### Routed clock nets over the placement

Scale bar: 20 um.
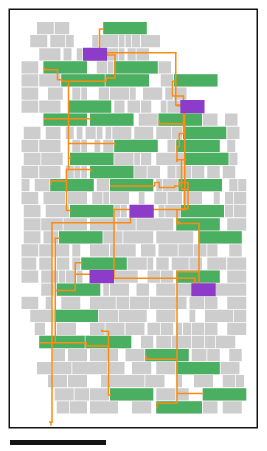
### Cells coloured by class

Scale bar: 20 um.
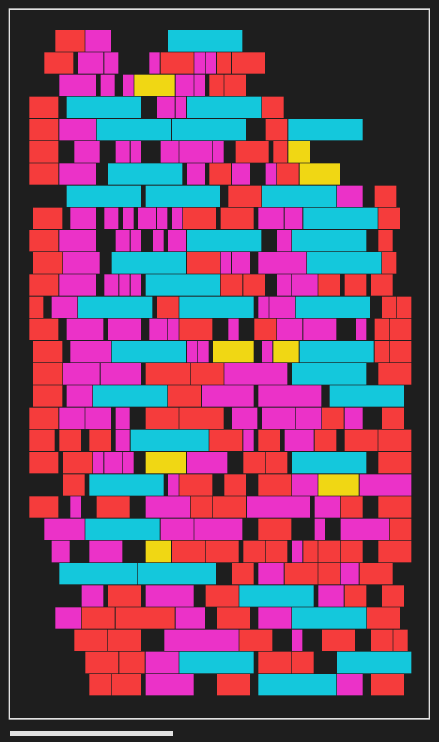
### Selected gate families

Scale bar: 20 um.
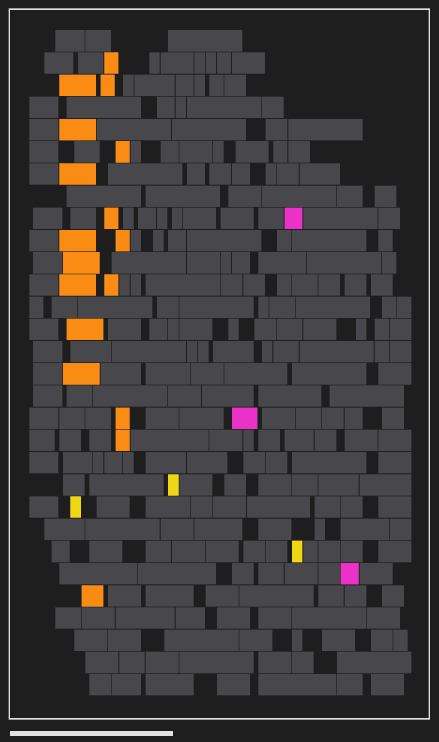
### Clock nets

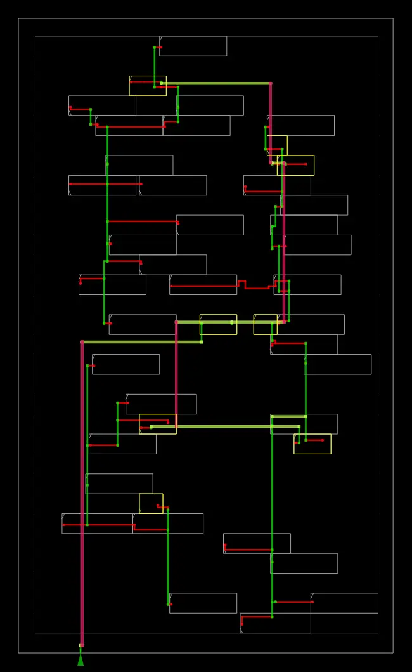
### Floorplan with the power grid

Pins as bars on the die edge. Tap cells in grey.
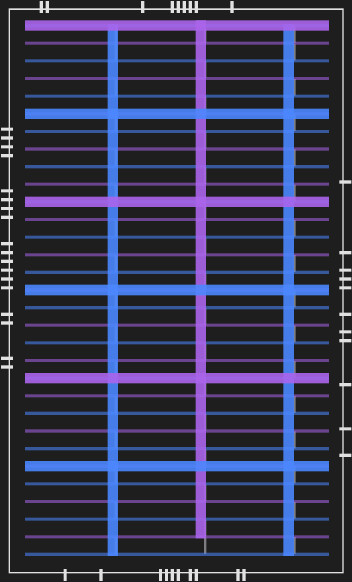
==> config.mk <==
export PLATFORM = sky130hd
export DESIGN_NAME = week_5_not_pipe
export DESIGN_NICKNAME = d
export VERILOG_FILES = /design/src/rtl/week_5_not_pipe.sv
export SDC_FILE = /design/constraint.sdc
export NUM_CORES = 1
export LEC_CHECK = 0
export CORE_ASPECT_RATIO = 1.75
export CORE_MARGIN = 2
export CORE_UTILIZATION = 42
export DETAILED_ROUTE_END_ITERATION = 10
export GPL_TIMING_DRIVEN = 1
export PLACE_DENSITY = 0.79
export SETUP_SLACK_MARGIN = 0.4
export SYNTH_ARGS = -nofsm -noshare
export SYNTH_HDL_FRONTEND = slang
export SYNTH_SLANG_ARGS = --single-unit
==> constraint.sdc <==
create_clock -name clk -period 1.3 [get_ports clk]
set_clock_uncertainty 0.1 [all_clocks]
set_input_delay 0.195 -clock clk [delete_from_list [all_inputs] [get_ports clk]]
set_output_delay 0.195 -clock clk [all_outputs]
set_load 0.01 [all_outputs]
==> run summary <==
Clock Path Buffers: 2
Routed vias/inst: 4.79
Grt ovf: 0
Reg2Reg Depth: 5
Worst path top cell family by delay: simple AND/OR/NAND/NOR gates
YS chip area: 1640 um2
Failing checks: negative setup slack
Yosys warning count: 0
Half-perimeter wire length after placement: 2510 um
Crit path DRT: 1.39 ns
CTS tree: yes
Worst setup SP type: flop
Final setup fails: 22
Synth Register Bits: 35
CP bufs+invs: 1
Slew headroom: 0.813
Synth Seq Share: 0.533
Drt pass-1 iters: 4
DIE AREA: 4450 um2
Floorplan utilization: 0.429
Worst-Margin Slew: 0.280 ns
Worst min path class: input pin to async pin
Wire length per cell: 16.1 um
Antenna Violating Nets Remaining: 0
PwrDens: 1480 nW/um2
Vias: 1527
Status: finished with violations
Worst-path fanout max: 3
FMAX: 669 MHz
MaxCap Viol Count: 0
Synth Cell Area: 1640 um2
Most used cell along the critical path: nand2_1
First-pass GRT wire length: 7380 um
Util after Layout: 0.793
Crit path largest cell delay: 0.38 ns
Final net count: 293
Critical-path cell list: buf_6, nand2_1, nor4_4, nand2_1, xnor2_1
Layout cells sized above 1: 0.565
Initial drt markers: 17
GP Congestion: 0.748
Final Hold Fails: 0
Initial antenna violation count: 0
Critical path's slowest cell: dfrtp_1
Hold_ws: 0.168 ns
RSZ-0062 raised after global routing: true
Syn Area/Cell: 10.2 um2
GRT Util Overall: 0.230
Pins Over Slew Limit: 0
Worst-path clk slew: 0.08 ns
Max FFs per register: 16
Leak Pwr: 1.51 nW
Log Warnings: 29
Final Critical Period: 1.49 ns
ANT cells: 0
Drc violations: 0
Most frequent cells in the layout: buf_6 (40), buf_4 (40), dfrtp_1 (31)
Number of global-route vias before repair: 1587
Worst R2R Setup Slack: -0.19 ns
Post-place setup slack: -0.513 ns
P&R area growth vs syn: 84.9%
WP depth: 5
Ports: 48
Final wirelength: 5130 um
Worst setup path category: flop to flop
Setup TNS: -2.30 ns
Yosys Instances: 161
Final Worst Setup Slack: -0.194 ns
Port bufs: 47
Mapped Cells: 161
Post-Syn Nets: 184
Synth cell types: 27
CP endpoint kind: flop
Worst EP arrival: 1.58 ns
H-tree depth: 2
Tcrit/Tclk final: 1.15
Clk root buf: clkbuf_8
Largest net degree at the start of global routing: 36
Notes on 'Routed clock nets over the placement' above:
Key: cells driving clock nets = purple [count 5]; clock wires = orange [length 470 um]; flip-flops = green [count 35]
There are 6 routed clock nets.
Worst-Skew Late Latency: 0.30 ns
P_clk: 0.000827 W
clock share of power: 0.184

Notes on 'Cells coloured by class' above:
Key: all other logic = magenta [cells 112, share of their area 31%]; clock drivers and dummy loads = yellow [cells 8, share of their area 3.2%]; flops = cyan [cells 35, share of their area 30%]; other buffers and delay cells = red [cells 116, share of their area 36%]
CORE AREA: 3830 um2
final instance area: 3040 um2
row cnt: 30

Notes on 'Selected gate families' above:
Key: AND and OR gates = magenta [cells 3]; inverters = yellow [cells 3]; inverting AOI/OAI gates = orange [cells 17]
Comb/total area: 0.304
fin cells: 319

Notes on 'Clock nets' above:
TritonCTS Buffers: 5
Sink Count: 35
clock buf count: 5
flop count: 35

Notes on 'Floorplan with the power grid' above:
Key: VDD = purple; VSS = blue
48 tap cells. 48 signal pins sit on the boundary. 6 straps on met5. 31 met1 rails follow the rows.
Die Y-Extent: 86.7 um
Peak VDD IR: 1.44 mV
Die W: 51.3 um

-- metal layers --
metal,global-route usage,vias up,share of wire
met5,0,-,0
met4,0.117,0,0.033
met3,0.0362,14,0.032
met2,0.443,44,0.60
met1,0.226,731,0.33
li1,-,738,-
-- cell type report --
cell class,count,area (um2)
multi-input combinational,109,923
tap,48,60.1
fill,231,791
sequential,35,881
clock buffer,5,68.8
timing repair buffer,116,1070
inverter,3,11.3
clock inverter,3,25.0
-- report_power, final --
| part | total [W] | internal (W) | switching, W |
|---|---|---|---|
| sequential | 0.00152 | 0.00132 | 0.000191 |
| combinational | 0.00215 | 0.00122 | 0.000923 |
| clock | 0.000827 | 0.000383 | 0.000445 |
-- kinds of logic (layout without fill, tap and decap cells) --
logic type / Yosys count / after routing / synth area share
adder cells (fa/ha/maj): 1 / 1 / 0.00761
buffers and inverters: 18 / 127 / 0.0632
AND-OR/OR-AND: 17 / 17 / 0.0655
multiplexers: 1 / 1 / 0.00685
flip-flops: 35 / 35 / 0.533
XOR/XNOR: 23 / 23 / 0.123
AND/OR/NAND/NOR: 66 / 67 / 0.201
-- worst reg2reg max path: cells and delay by family, from the launching register on --
| family | cells | cell delay, ns |
|---|---|---|
| xor+xnor | 1 | 0.13 |
| buf+inv | 1 | 0.12 |
| simple gates | 3 | 0.66 |
| flops | 1 | 0.38 |
-- stage by stage --
| stage | instances | power (W) | area [um2] |
|---|---|---|---|
| 3_5_place_dp | 267 | 0.00281 | 2390 |
| 5_1_grt | 319 | 0.00470 | 3040 |
| 3_3_place_gp | 267 | 0.00278 | 2390 |
| 2_1_floorplan | 161 | 0.00220 | 1780 |
| 4_1_cts | 303 | 0.00408 | 2810 |
| 6_report | 319 | 0.00449 | 3040 |
-- synth_stat cells, drive strengths merged --
cell     n  share of area
inv      3         0.0069
xor2    15          0.080
xnor2    8          0.043
nand2b   2         0.0076
mux2     1         0.0069
or2      1         0.0053
nand3    6          0.021
nand4    2          0.011
ha       1         0.0076
nand2   42          0.096
nor2b    2         0.0076
nor3     2          0.012
dfrtp   35           0.53
buf     14          0.054
clkbuf   1         0.0023
nor4     2          0.021
o21ai    8          0.024
and3     2         0.0076
o31ai    1         0.0046
a22oi    8          0.037
nor2     5          0.011
-- timing repair --
action,in CTS,in global routing
gates resized,162,24
hold buffers,0,0
gates cloned,1,0
buffers inserted,27,16
setup endpoints to repair,61,61
pin swaps,14,13
Power and IR drop assume default switching activity.
